==> src/rtl/pdm_modulator.sv <==
// pdm_modulator: second-order sigma-delta PCM-to-PDM modulator with
// bit-clock divider, one-deep sample holding register and underrun flag.
//
// Ports:
//   clk       system clock, rising edge
//   rst       asynchronous active-low reset
//   enable    run divider and modulator; low parks pdm_clk/pdm_data at 0
//   in_data   signed Q0.17 PCM sample, taken when in_valid && in_ready
//   in_valid  in_data is valid
//   in_ready  holding register is empty
//   pdm_clk   bit clock, CLK_DIV cycles per bit, low half first
//   pdm_data  bitstream, updated on the edge where pdm_clk falls
//   underrun  one-cycle pulse at a frame boundary with no new sample
module pdm_modulator #(
  parameter int CLK_DIV = 8,
  parameter int OSR     = 64
) (
  input  logic               clk,
  input  logic               rst,
  input  logic               enable,
  input  logic signed [17:0] in_data,
  input  logic               in_valid,
  output logic               in_ready,
  output logic               pdm_clk,
  output logic               pdm_data,
  output logic               underrun
);

  localparam int DW = $clog2(CLK_DIV);
  localparam int BW = $clog2(OSR);

  localparam logic [DW-1:0] DIV_LAST = DW'(CLK_DIV - 1);
  localparam logic [DW-1:0] DIV_HALF = DW'(CLK_DIV / 2);
  localparam logic [BW-1:0] BIT_LAST = BW'(OSR - 1);

  localparam logic signed [25:0] FS      = 26'sd131072;
  localparam logic signed [25:0] SAT_MAX = 26'sd8388607;
  localparam logic signed [25:0] SAT_MIN = -26'sd8388608;

  logic [DW-1:0]      div_cnt;
  logic [DW-1:0]      div_next;
  logic [BW-1:0]      bit_cnt;
  logic               tick;
  logic               frame_end;
  logic signed [17:0] hold;
  logic signed [17:0] cur;
  logic               hold_full;
  logic               accept;
  logic               load_cur;
  logic signed [23:0] i1;
  logic signed [23:0] i2;
  logic signed [23:0] i1_next;
  logic signed [23:0] i2_next;
  logic signed [25:0] fb;
  logic signed [25:0] i1_sum;
  logic signed [25:0] i2_sum;

  function automatic logic signed [23:0] sat24(
    input logic signed [25:0] v
  );
    logic signed [23:0] r;
    if (v > SAT_MAX)
      r = 24'sh7fffff;
    else if (v < SAT_MIN)
      r = 24'sh800000;
    else
      r = v[23:0];
    return r;
  endfunction

  assign tick      = enable && (div_cnt == DIV_LAST);
  assign frame_end = tick && (bit_cnt == BIT_LAST);
  assign div_next  = (div_cnt == DIV_LAST) ? '0 : div_cnt + 1'b1;

  // pdm_clk is registered from the next divider value so it is
  // glitch-free and falls on the same edge that updates pdm_data.
  always_ff @(posedge clk or negedge rst) begin
    if (!rst) begin
      div_cnt <= '0;
      bit_cnt <= '0;
      pdm_clk <= 1'b0;
    end else if (!enable) begin
      div_cnt <= '0;
      bit_cnt <= '0;
      pdm_clk <= 1'b0;
    end else begin
      div_cnt <= div_next;
      pdm_clk <= (div_next >= DIV_HALF);
      if (tick)
        bit_cnt <= (bit_cnt == BIT_LAST) ? '0 : bit_cnt + 1'b1;
    end
  end

  // Feedback uses the bit currently on pdm_data (the previous bit).
  assign fb      = pdm_data ? FS : -FS;
  assign i1_sum  = 26'(i1) + 26'(cur) - fb;
  assign i1_next = sat24(i1_sum);
  assign i2_sum  = 26'(i2) + 26'(i1_next) - fb;
  assign i2_next = sat24(i2_sum);

  always_ff @(posedge clk or negedge rst) begin
    if (!rst) begin
      i1       <= '0;
      i2       <= '0;
      pdm_data <= 1'b0;
    end else if (!enable) begin
      i1       <= '0;
      i2       <= '0;
      pdm_data <= 1'b0;
    end else if (tick) begin
      i1       <= i1_next;
      i2       <= i2_next;
      pdm_data <= !i2_next[23];
    end
  end

  // accept and load_cur are exclusive: one needs an empty holding
  // register, the other a full one.  A sample arriving on the boundary
  // cycle therefore only fills the holding register.
  assign in_ready = !hold_full;
  assign accept   = in_valid && !hold_full;
  assign load_cur = frame_end && hold_full;
  assign underrun = frame_end && !hold_full;

  always_ff @(posedge clk or negedge rst) begin
    if (!rst) begin
      hold      <= '0;
      cur       <= '0;
      hold_full <= 1'b0;
    end else begin
      unique case (1'b1)
        load_cur: begin
          cur       <= hold;
          hold_full <= 1'b0;
        end
        accept: begin
          hold      <= in_data;
          hold_full <= 1'b1;
        end
        default: ;
      endcase
    end
  end

endmodule

==> config.mk <==
export PLATFORM = sky130hd
export DESIGN_NAME = pdm_modulator
export DESIGN_NICKNAME = d
export VERILOG_FILES = /design/src/rtl/pdm_modulator.sv
export SDC_FILE = /design/constraint.sdc
export NUM_CORES = 1
export LEC_CHECK = 0
export CAP_MARGIN = 20
export CORE_MARGIN = 4
export CORE_UTILIZATION = 55
export CTS_CLUSTER_DIAMETER = 60
export DETAILED_ROUTE_END_ITERATION = 12
export GPL_TIMING_DRIVEN = 0
export HOLD_SLACK_MARGIN = 0.12
export PLACE_DENSITY = 0.79
export SLEW_MARGIN = 15
export SYNTH_ARGS = -nofsm -noshare
export SYNTH_HDL_FRONTEND = slang
export SYNTH_SLANG_ARGS = --single-unit
==> constraint.sdc <==
create_clock -name clk -period 14.2 [get_ports clk]
set_input_delay 1.42 -clock clk [delete_from_list [all_inputs] [get_ports clk]]
set_output_delay 1.42 -clock clk [all_outputs]
set_load 0.02 [all_outputs]
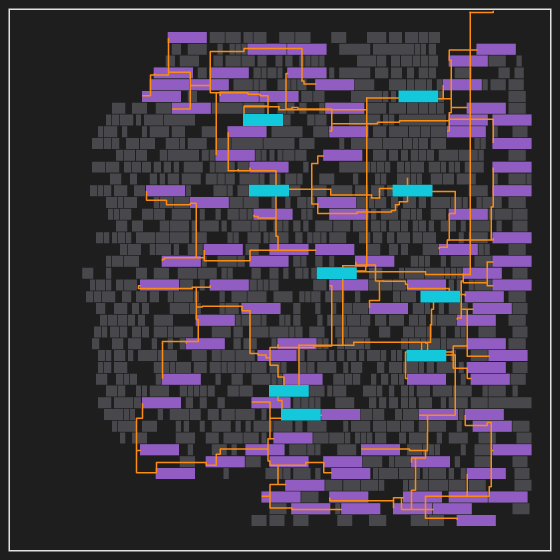
*Clock distribution, run 1*
Key: clock drivers = cyan [count 9]; clock wires = orange [length 1310 um]; flip-flops = purple [count 95]
There are 10 routed clock nets.
Clock Skews: 0.008742 ns
insertion delay at the late pin of the worst-skew pair: 0.35 ns

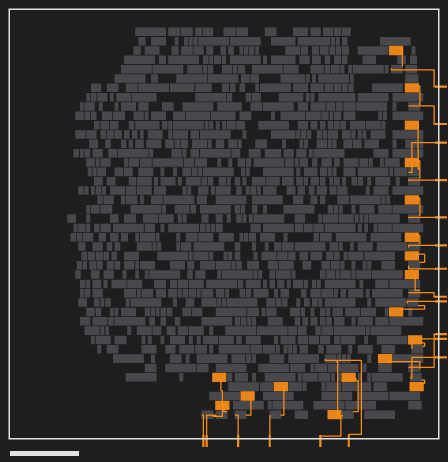
*Wires at chosen ports, followed through buffers, run 1*
The bar under the picture is 20 um long.
Key: in_data = orange [bits 18, direction input, edge 12 right, 6 bottom, end cells 18, buffers 18, wire 371 um]
Boundary Pins: 26
port bufs: 25

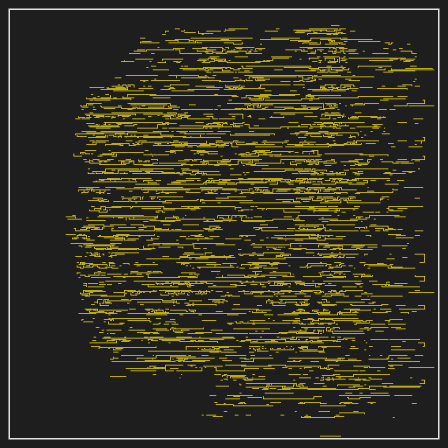
*The metal 1 layer, run 1*
The layer holds 46% of the routed length. 936 nets have wire on it. The longest straight run is 38.6 um.
grt met1 use: 0.2797
total number of vias: 6036

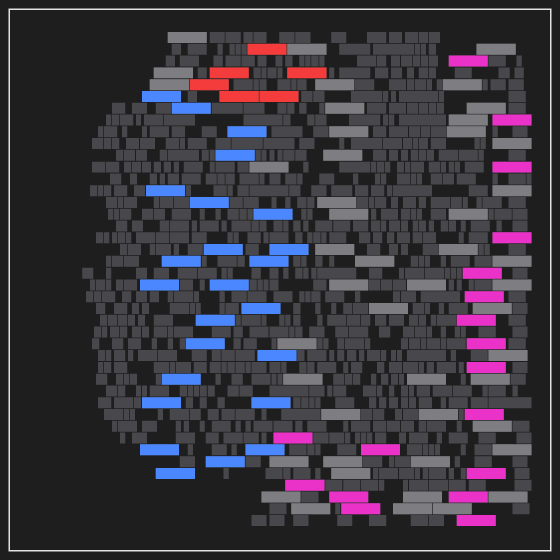
*Sequential cells grouped by signal name, run 1*
Key: i2 = blue [flops 24]; cur = magenta [flops 18]; bit_cnt = red [flops 6, where top middle]
Another 47 sequential cells are not coloured.
sequential cell power: 0.281 mW
Seq area share: 0.2869

==> flow_metrics.env, run 1 <==
# flow metrics
export IMPL_cts_sinks=95
export IMPL_arrival_ns=8.00
export IMPL_fp_nets=936
export IMPL_cts_made_buffers=9
export IMPL_setup_violations=0
export IMPL_drcViolationCount=0
export IMPL_wl_mm=16.30
export IMPL_worstSetupEndpointType="flip-flop"
export IMPL_viasPerCell=5.843
export IMPL_ctsResizeCount=0
export IMPL_dr_pass1_iters=6
export IMPL_warnings=26
export IMPL_tritoncts="built"
export IMPL_cts_buffer_depth=2
export IMPL_leakage_nw=4.217
export IMPL_antenna_found_initial=0
export IMPL_num_rows=42
export IMPL_holdWs_ns=0.4404
export IMPL_finalInstanceArea_sq_mm=0.008287
export IMPL_min_period_ns=7.771
export IMPL_root_buffer="clkbuf_16"
export IMPL_final_layout_top_logic_cell="inv_1"
export IMPL_postRouteAntennaNets=0
export IMPL_avgSynthCellArea_sq_um=9.187
export IMPL_pre_cts_ws_ns=6.425
export IMPL_slew_headroom=0.4541
export IMPL_power_density_mw_per_mm2=73.61
export IMPL_r2r_setup_slack_ns=6.43
export IMPL_area_growth_syn_to_layout_pct=10.68
export IMPL_grt_pass1_vias=6035
export IMPL_h_tree_depth=3
export IMPL_core_area_sq_mm=0.01330
export IMPL_grtUsageTotal=0.2147
export IMPL_die_h_um=124.7
export IMPL_status="complete, no violations"
export IMPL_peakVddDrop_mv=0.05578
export IMPL_syn_inst=815
export IMPL_post_dp_hpwl_mm=12.46
export IMPL_rsz0062_at_grt="false"
export IMPL_ctsHoldBuffers=0
export IMPL_synth_area_sq_mm=0.007487
export IMPL_nNetsFinal=973
export IMPL_slew_violations=0
export IMPL_required_ns=14.43
export IMPL_fmax_ghz=0.1287
export IMPL_clk_pin_slew_ns=0.07
export IMPL_lay_top_cells="138 x inv_1, 95 x dfrtp_1, 87 x ha_1"
export IMPL_ff_type="dfrtp_1"
export IMPL_fin_util=0.6233
export IMPL_layout_drive_gt1_share=0.07935
export IMPL_post_dp_cell_area_sq_mm=0.007986
export IMPL_layout_setup_ws_ns=6.429
export IMPL_dp_cells=1017
export IMPL_post_cts_buffers=0
export IMPL_tns_ns=0
export IMPL_ys_chip_area_sq_mm=0.007487
export IMPL_diodes=0
export IMPL_drt_met1_wl_mm=7.468
export IMPL_gp_congestion=0.9276
export IMPL_yosysUniqueCellTypes=60
export IMPL_yosysWarnings=0
export IMPL_path_max_fanout=12
export IMPL_grt_pass1_wl_mm=28.03
export IMPL_fp_utilization=0.5631
export IMPL_critical_path_class="flip-flop to flip-flop"
export IMPL_final_hold_violation_count=0
export IMPL_top_layer="met4"
export IMPL_postSynthSeqShare=0.3175
export IMPL_total_power_mw=0.6100
export IMPL_async_flop_share=1.000
export IMPL_yosys_stat_cells=815
export IMPL_chipArea_sq_mm=0.01554
export IMPL_worst_pin_slew_ns=0.8189
export IMPL_die_w_um=124.7
export IMPL_wl_per_cell_um=15.77
export IMPL_finalClockPeriodUsage=0.5473
export IMPL_ys_seq_elements=95
export IMPL_drt_iter0_drc=487
export IMPL_final_cells=1033
export IMPL_wl_met2_mm=7.776
export IMPL_wl_met3_um=650
export IMPL_worstHoldPathType="flip-flop to flip-flop"
export IMPL_edf_count=0
export IMPL_max_cap_viol_count=0
export IMPL_grt_max_degree=54
export IMPL_overflow=0
export IMPL_startpoint_type="flip-flop"
==> run 1: Yosys cell counts (13+ instances only) <==
| cell | count | area [sq um] |
|---|---|---|
| a21oi_1 | 61 | 305.3 |
| clkbuf_1 | 30 | 112.6 |
| ha_1 | 87 | 1089 |
| xor2_1 | 13 | 113.9 |
| nor2_1 | 30 | 112.6 |
| dfrtp_1 | 95 | 2377 |
| o21ai_0 | 19 | 95.09 |
| a221o_1 | 41 | 410.4 |
| nand2_1 | 39 | 146.4 |
| mux2_2 | 37 | 416.7 |
| xnor2_1 | 32 | 280.3 |
| a21o_1 | 32 | 240.2 |
| nand3_1 | 15 | 75.07 |
| inv_1 | 138 | 518.0 |
==> run 1: power by group <==
group / internal (mW) / switching (mW) / leakage [nW] / total (mW)
clock network: 0.142 / 0.108 / 0.139 / 0.250
logic: 0.0353 / 0.0439 / 2.79 / 0.0792
registers: 0.277 / 0.00337 / 1.29 / 0.281
total: 0.455 / 0.155 / 4.22 / 0.610
==> run 1: kinds of logic after synthesis <==
kind of cell    synth area share
compound gates            0.2104
buf+inv                  0.09007
simple gates             0.09492
fa+ha+maj                 0.1775
flops                     0.3175
xor+xnor                 0.05264
mux                      0.05699
==> run 1: area by class of cell <==
type	count	area, sq um
Fill cell	1102	5009
Multi-Input combinational cell	546	4436
Sequential cell	95	2377
Inverter	138	518.0
Timing Repair Buffer	26	279.0
Clock buffer	12	246.5
Tap cell	176	220.2
Buffer	36	156.4
Clock inverter	4	53.80
==> run 1: path summary, 6_finish.rpt <==
path                                      start                     end  depth (start not counted)
setup / recovery           pdm_data$_DFFE_PN0P_       i2[7]$_DFFE_PN0P_                         26
hold / removal             div_cnt[0]$_DFF_PN0_    div_cnt[0]$_DFF_PN0_                          1
setup reg to reg           pdm_data$_DFFE_PN0P_       i2[7]$_DFFE_PN0P_                         26
hold reg to reg            div_cnt[0]$_DFF_PN0_    div_cnt[0]$_DFF_PN0_                          1
max in group asynchronous                   rst  bit_cnt[3]$_DFFE_PN0P_                          2
min in group asynchronous                   rst     hold[7]$_DFFE_PN0P_                          1
==> run 1: routing by layer <==
layer	track usage	vias to the layer above
li1	-	2928
met1	0.2797	2924
met2	0.3597	150
met3	0.03859	34
met4	0.07479	0
met5	0	-
==> run 1: critical path, stage by stage (launching register included) <==
cell,delay (ns)
dfrtp_1,0.81
inv_1,0.29
fa_1,0.62
inv_1,0.05
ha_1,0.27
clkbuf_1,0.19
a21oi_1,0.22
o21ai_0,0.17
a2111o_1,0.49
a221oi_4,0.30
nor2b_1,0.11
a211oi_1,0.50
clkbuf_1,0.43
a21oi_1,0.17
ha_1,0.31
inv_1,0.04
ha_1,0.36
nand3_1,0.12
a211oi_1,0.35
o21ai_1,0.17
o21ai_1,0.30
a221o_1,0.24
a31oi_1,0.13
xnor2_1,0.18
a41o_1,0.31
buf_2,0.22
a221o_1,0.31
==> run 1: state kept, by name (all words and copies together) (netlist names) <==
register   count
pdm_data       1
bit_cnt        6
i1            24
hold          18
cur           18
div_cnt        3
hold_full      1
i2            24
### Track usage over the die, run 1

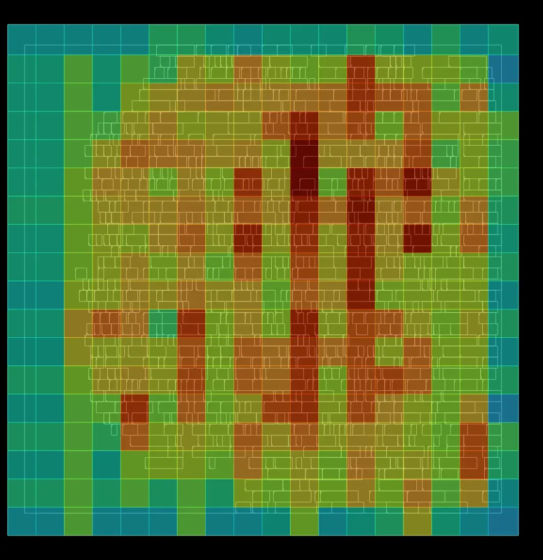

==> run 2: changes to the inputs <==
--- a/config.mk
+++ b/config.mk
@@ -12,7 +12,7 @@
 export DETAILED_ROUTE_END_ITERATION = 12
 export GPL_TIMING_DRIVEN = 0
 export HOLD_SLACK_MARGIN = 0.12
-export PLACE_DENSITY = 0.79
+export PLACE_DENSITY = 0.82
 export SLEW_MARGIN = 15
 export SYNTH_ARGS = -nofsm -noshare
 export SYNTH_HDL_FRONTEND = slang
==> constraint.sdc (replaced) <==
create_clock -name clk -period 7 [get_ports clk]
set_input_delay 0.7 -clock clk [delete_from_list [all_inputs] [get_ports clk]]
set_output_delay 0.7 -clock clk [all_outputs]
set_load 0.02 [all_outputs]
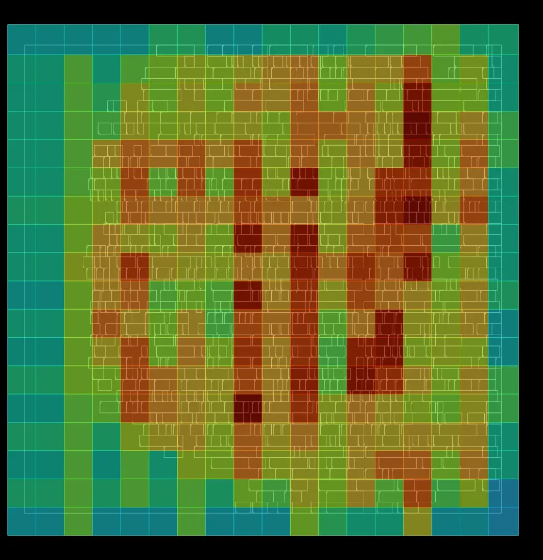
*Track usage over the die, run 2*
WL per Instance: 15.92 um
met2 Use GR: 0.3782
GR met3 Demand/Resource: 0.02401
post-layout util: 0.6301
grt met1 use: 0.2727

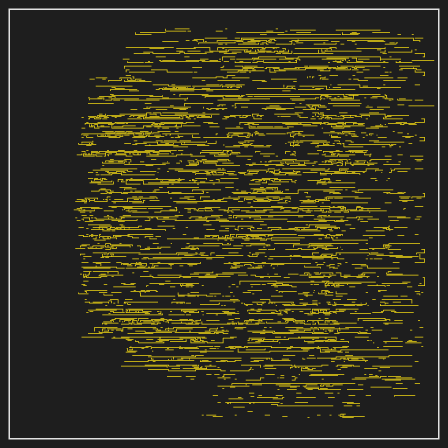
*The metal 1 layer, run 2*
The wires run mostly horizontal. The longest straight run is 50.1 um.
total number of vias: 5926
Routed WL: 16.49 mm

==> run 2 against run 1 <==
Critical path depth is 2 lower. Clock skew is 0.0029 ns lower. Utilization increased by 0.68 points. Fmax increased by 15%. Combinational power rose by 110%. Register-to-register slack lost 6.2 ns. Non-clock buffer count grew 3. Global-route usage increased by 0.074 points. Synthesized cell count did not move. First-iteration DRC count decreased by 8.4%. Design area increased by 1.1%. Sequential cell count is the same. Critical endpoint is now i2[12]$_DFFE_PN0P_. Largest cell class unchanged.
==> flow_metrics.env, run 2 <==
# flow metrics
export IMPL_tritoncts="built"
export IMPL_grt_pass1_wl_mm=28.04
export IMPL_power_density_mw_per_mm2=146.8
export IMPL_num_rows=42
export IMPL_arrival_ns=6.98
export IMPL_edf_count=0
export IMPL_syn_inst=815
export IMPL_synth_area_sq_mm=0.007487
export IMPL_layout_setup_ws_ns=0.2486
export IMPL_yosys_area_top_type="dfrtp_1"
export IMPL_yosysWarnings=0
export IMPL_path_max_fanout=10
export IMPL_pre_cts_ws_ns=-0.6426
export IMPL_overflow=0
export IMPL_common_cells="138 x inv_1, 95 x dfrtp_1, 87 x ha_1"
export IMPL_fp_nets=936
export IMPL_ys_chip_area_sq_mm=0.007487
export IMPL_fin_skew_ns=0.005804
export IMPL_min_period_ns=6.751
export IMPL_top_area_frac=0.3175
export IMPL_grtUsageTotal=0.2154
export IMPL_slew_violations=0
export IMPL_grt_pass1_vias=5992
export IMPL_cts_buffer_depth=2
export IMPL_io_pins=26
export IMPL_port_buffers=25
export IMPL_nNetsFinal=976
export IMPL_worstHoldPathType="input port to async pin"
export IMPL_fmax_ghz=0.1481
export IMPL_layout_drive_gt1_share=0.1047
export IMPL_root_buffer="clkbuf_16"
export IMPL_avgSynthCellArea_sq_um=9.187
export IMPL_status="complete, no violations"
export IMPL_diodes=0
export IMPL_postSynthSeqShare=0.3175
export IMPL_top_regs="i1 x24, i2 x24"
export IMPL_peakVddDrop_mv=0.09653
export IMPL_async_flop_share=1.000
export IMPL_clkLatencyLatePin_ns=0.35
export IMPL_viasPerCell=5.720
export IMPL_slew_headroom=0.4833
export IMPL_wl_met3_um=557
export IMPL_combGateArea_sq_mm=0.004478
export IMPL_h_tree_depth=3
export IMPL_fill_cells=1083
export IMPL_clk_pin_slew_ns=0.06
export IMPL_seqCellArea_sq_mm=0.002382
export IMPL_worstSetupEndpointType="flip-flop"
export IMPL_top_layer="met4"
export IMPL_worst_pin_slew_ns=0.7751
export IMPL_final_hold_violation_count=0
export IMPL_lay_top_cells="137 x inv_1, 93 x dfrtp_1, 86 x ha_1"
export IMPL_startpoint_type="flip-flop"
export IMPL_die_h_um=124.7
export IMPL_drt_met1_wl_mm=7.392
export IMPL_postRouteAntennaNets=0
export IMPL_synth_top_cell_by_count="inv_1"
export IMPL_critical_path_class="flip-flop to flip-flop"
export IMPL_die_w_um=124.7
export IMPL_dp_cells=1017
export IMPL_yosys_stat_cells=815
export IMPL_final_layout_top_logic_cell="inv_1"
export IMPL_leakage_nw=4.272
export IMPL_area_growth_syn_to_layout_pct=11.88
export IMPL_ff_type="dfrtp_1"
export IMPL_finalClockPeriodUsage=0.9645
export IMPL_ys_seq_elements=95
export IMPL_gp_congestion=0.9049
export IMPL_drt_iter0_drc=446
export IMPL_chipArea_sq_mm=0.01554
export IMPL_warnings=26
export IMPL_fp_utilization=0.5631
export IMPL_topCellsByArea="dfrtp_1 32%, ha_1 15%, inv_1 6.9%"
export IMPL_core_area_sq_mm=0.01330
export IMPL_dr_pass1_iters=6
export IMPL_cts_sinks=95
export IMPL_tns_ns=0
export IMPL_required_ns=7.23
export IMPL_antenna_found_initial=0
export IMPL_ctsHoldBuffers=0
export IMPL_grt_max_degree=51
export IMPL_final_cells=1036
export IMPL_post_dp_hpwl_mm=12.39
export IMPL_setup_violations=0
export IMPL_wl_met2_mm=8.171
export IMPL_drcViolationCount=0
export IMPL_cts_made_buffers=9
export IMPL_yosysUniqueCellTypes=60
export IMPL_max_cap_viol_count=0
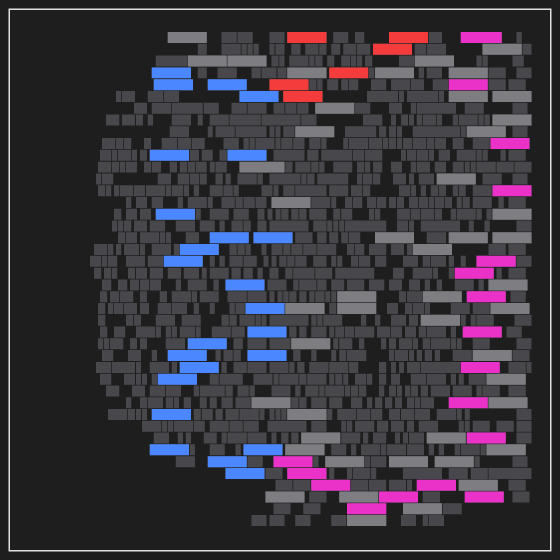
*Sequential cells grouped by signal name, run 2*
Key: bit_cnt = red [flops 6, where top middle]; cur = magenta [flops 18]; i2 = blue [flops 24]
Another 47 sequential cells are not coloured.
Seq area share: 0.2844
sequential cell power: 0.570 mW

run 2: cell counts after synthesis:
Identical to the previous run, type by type.
run 2: final cells by class:
class | count | area share
multi-input combinational | 546 | 0.5346
tap | 176 | 0.02629
clock buffer | 13 | 0.02987
inverter | 138 | 0.06229
sequential | 95 | 0.2844
timing repair buffer | 31 | 0.03824
clock inverter | 3 | 0.005078
buffer | 34 | 0.01927
run 2: layer usage:
layer / up-vias / GRT usage
li1: 2916 / -
met1: 2863 / 0.2727
met2: 119 / 0.3782
met3: 28 / 0.02401
met4: 0 / 0.08124
met5: - / 0
run 2: per-stage QoR:
step                      hold WS [ns]  power, mW  instance area (sq um)    util
after floorplan                 0.4044     0.6883                   7487       -
after global placement          0.4280     0.7370                   7958  0.5985
after detailed placement        0.4265     0.7443                   7986  0.6007
after CTS                       0.3009      1.231                   8314  0.6254
after global routing            0.3208      1.277                   8377  0.6301
final                           0.2699      1.229                   8377  0.6301
run 2: critical path, stage by stage (launching register included):
cell        delay [ns]
dfrtp_4           0.43
clkinvlp_4        0.16
fa_1              0.55
inv_1             0.04
ha_1              0.29
clkbuf_1          0.21
a21oi_2           0.24
o21ai_1           0.16
a2111o_1          0.46
a221oi_4          0.31
nor2b_1           0.12
a211oi_2          0.38
buf_4             0.22
a21o_1            0.15
fa_1              0.42
ha_1              0.42
a21o_1            0.23
a31o_2            0.22
a21o_1            0.15
a221oi_1          0.27
o21ai_1           0.15
xnor2_1           0.18
a41o_1            0.32
buf_2             0.22
a221o_1           0.31
run 2: repair_timing:
action	in CTS	in global routing
gates resized	12	14
cloned	0	1
setup buffers	1	3
pin swaps	0	2
endpoints found under the setup margin	23	23
run 2: path summary, 6_finish.rpt:
| check | startpoint | end | slack (ns) | cells after the start |
|---|---|---|---|---|
| hold reg to reg | div_cnt[0]$_DFF_PN0_ | div_cnt[0]$_DFF_PN0_ | 0.44 | 1 |
| min in group clk | div_cnt[0]$_DFF_PN0_ | div_cnt[0]$_DFF_PN0_ | 0.44 | 1 |
| max in group asynchronous | rst | cur[17]$_DFFE_PN0P_ | 6.13 | 2 |
| setup reg to reg | pdm_data$_DFFE_PN0P_ | i2[12]$_DFFE_PN0P_ | 0.25 | 24 |
| setup / recovery | pdm_data$_DFFE_PN0P_ | i2[12]$_DFFE_PN0P_ | 0.25 | 24 |
| hold / removal | rst | cur[7]$_DFFE_PN0P_ | 0.27 | 1 |
run 2: cell families after synthesis:
group	Yosys count	share of synthesized area
adder cells (fa/ha/maj)	99	0.1775
XOR/XNOR	45	0.05264
AND/OR/NAND/NOR	143	0.09492
multiplexers	38	0.05699
buffers and inverters	174	0.09007
AND-OR/OR-AND	221	0.2104
flip-flops	95	0.3175
run 2: power breakdown:
part           switching (mW)  total [mW]  internal [mW]
sequential            0.00696       0.570          0.563
clock                   0.204       0.491          0.286
combinational          0.0937       0.169         0.0752
Power figures rest on the tool's default switching activity, not on a simulated workload.
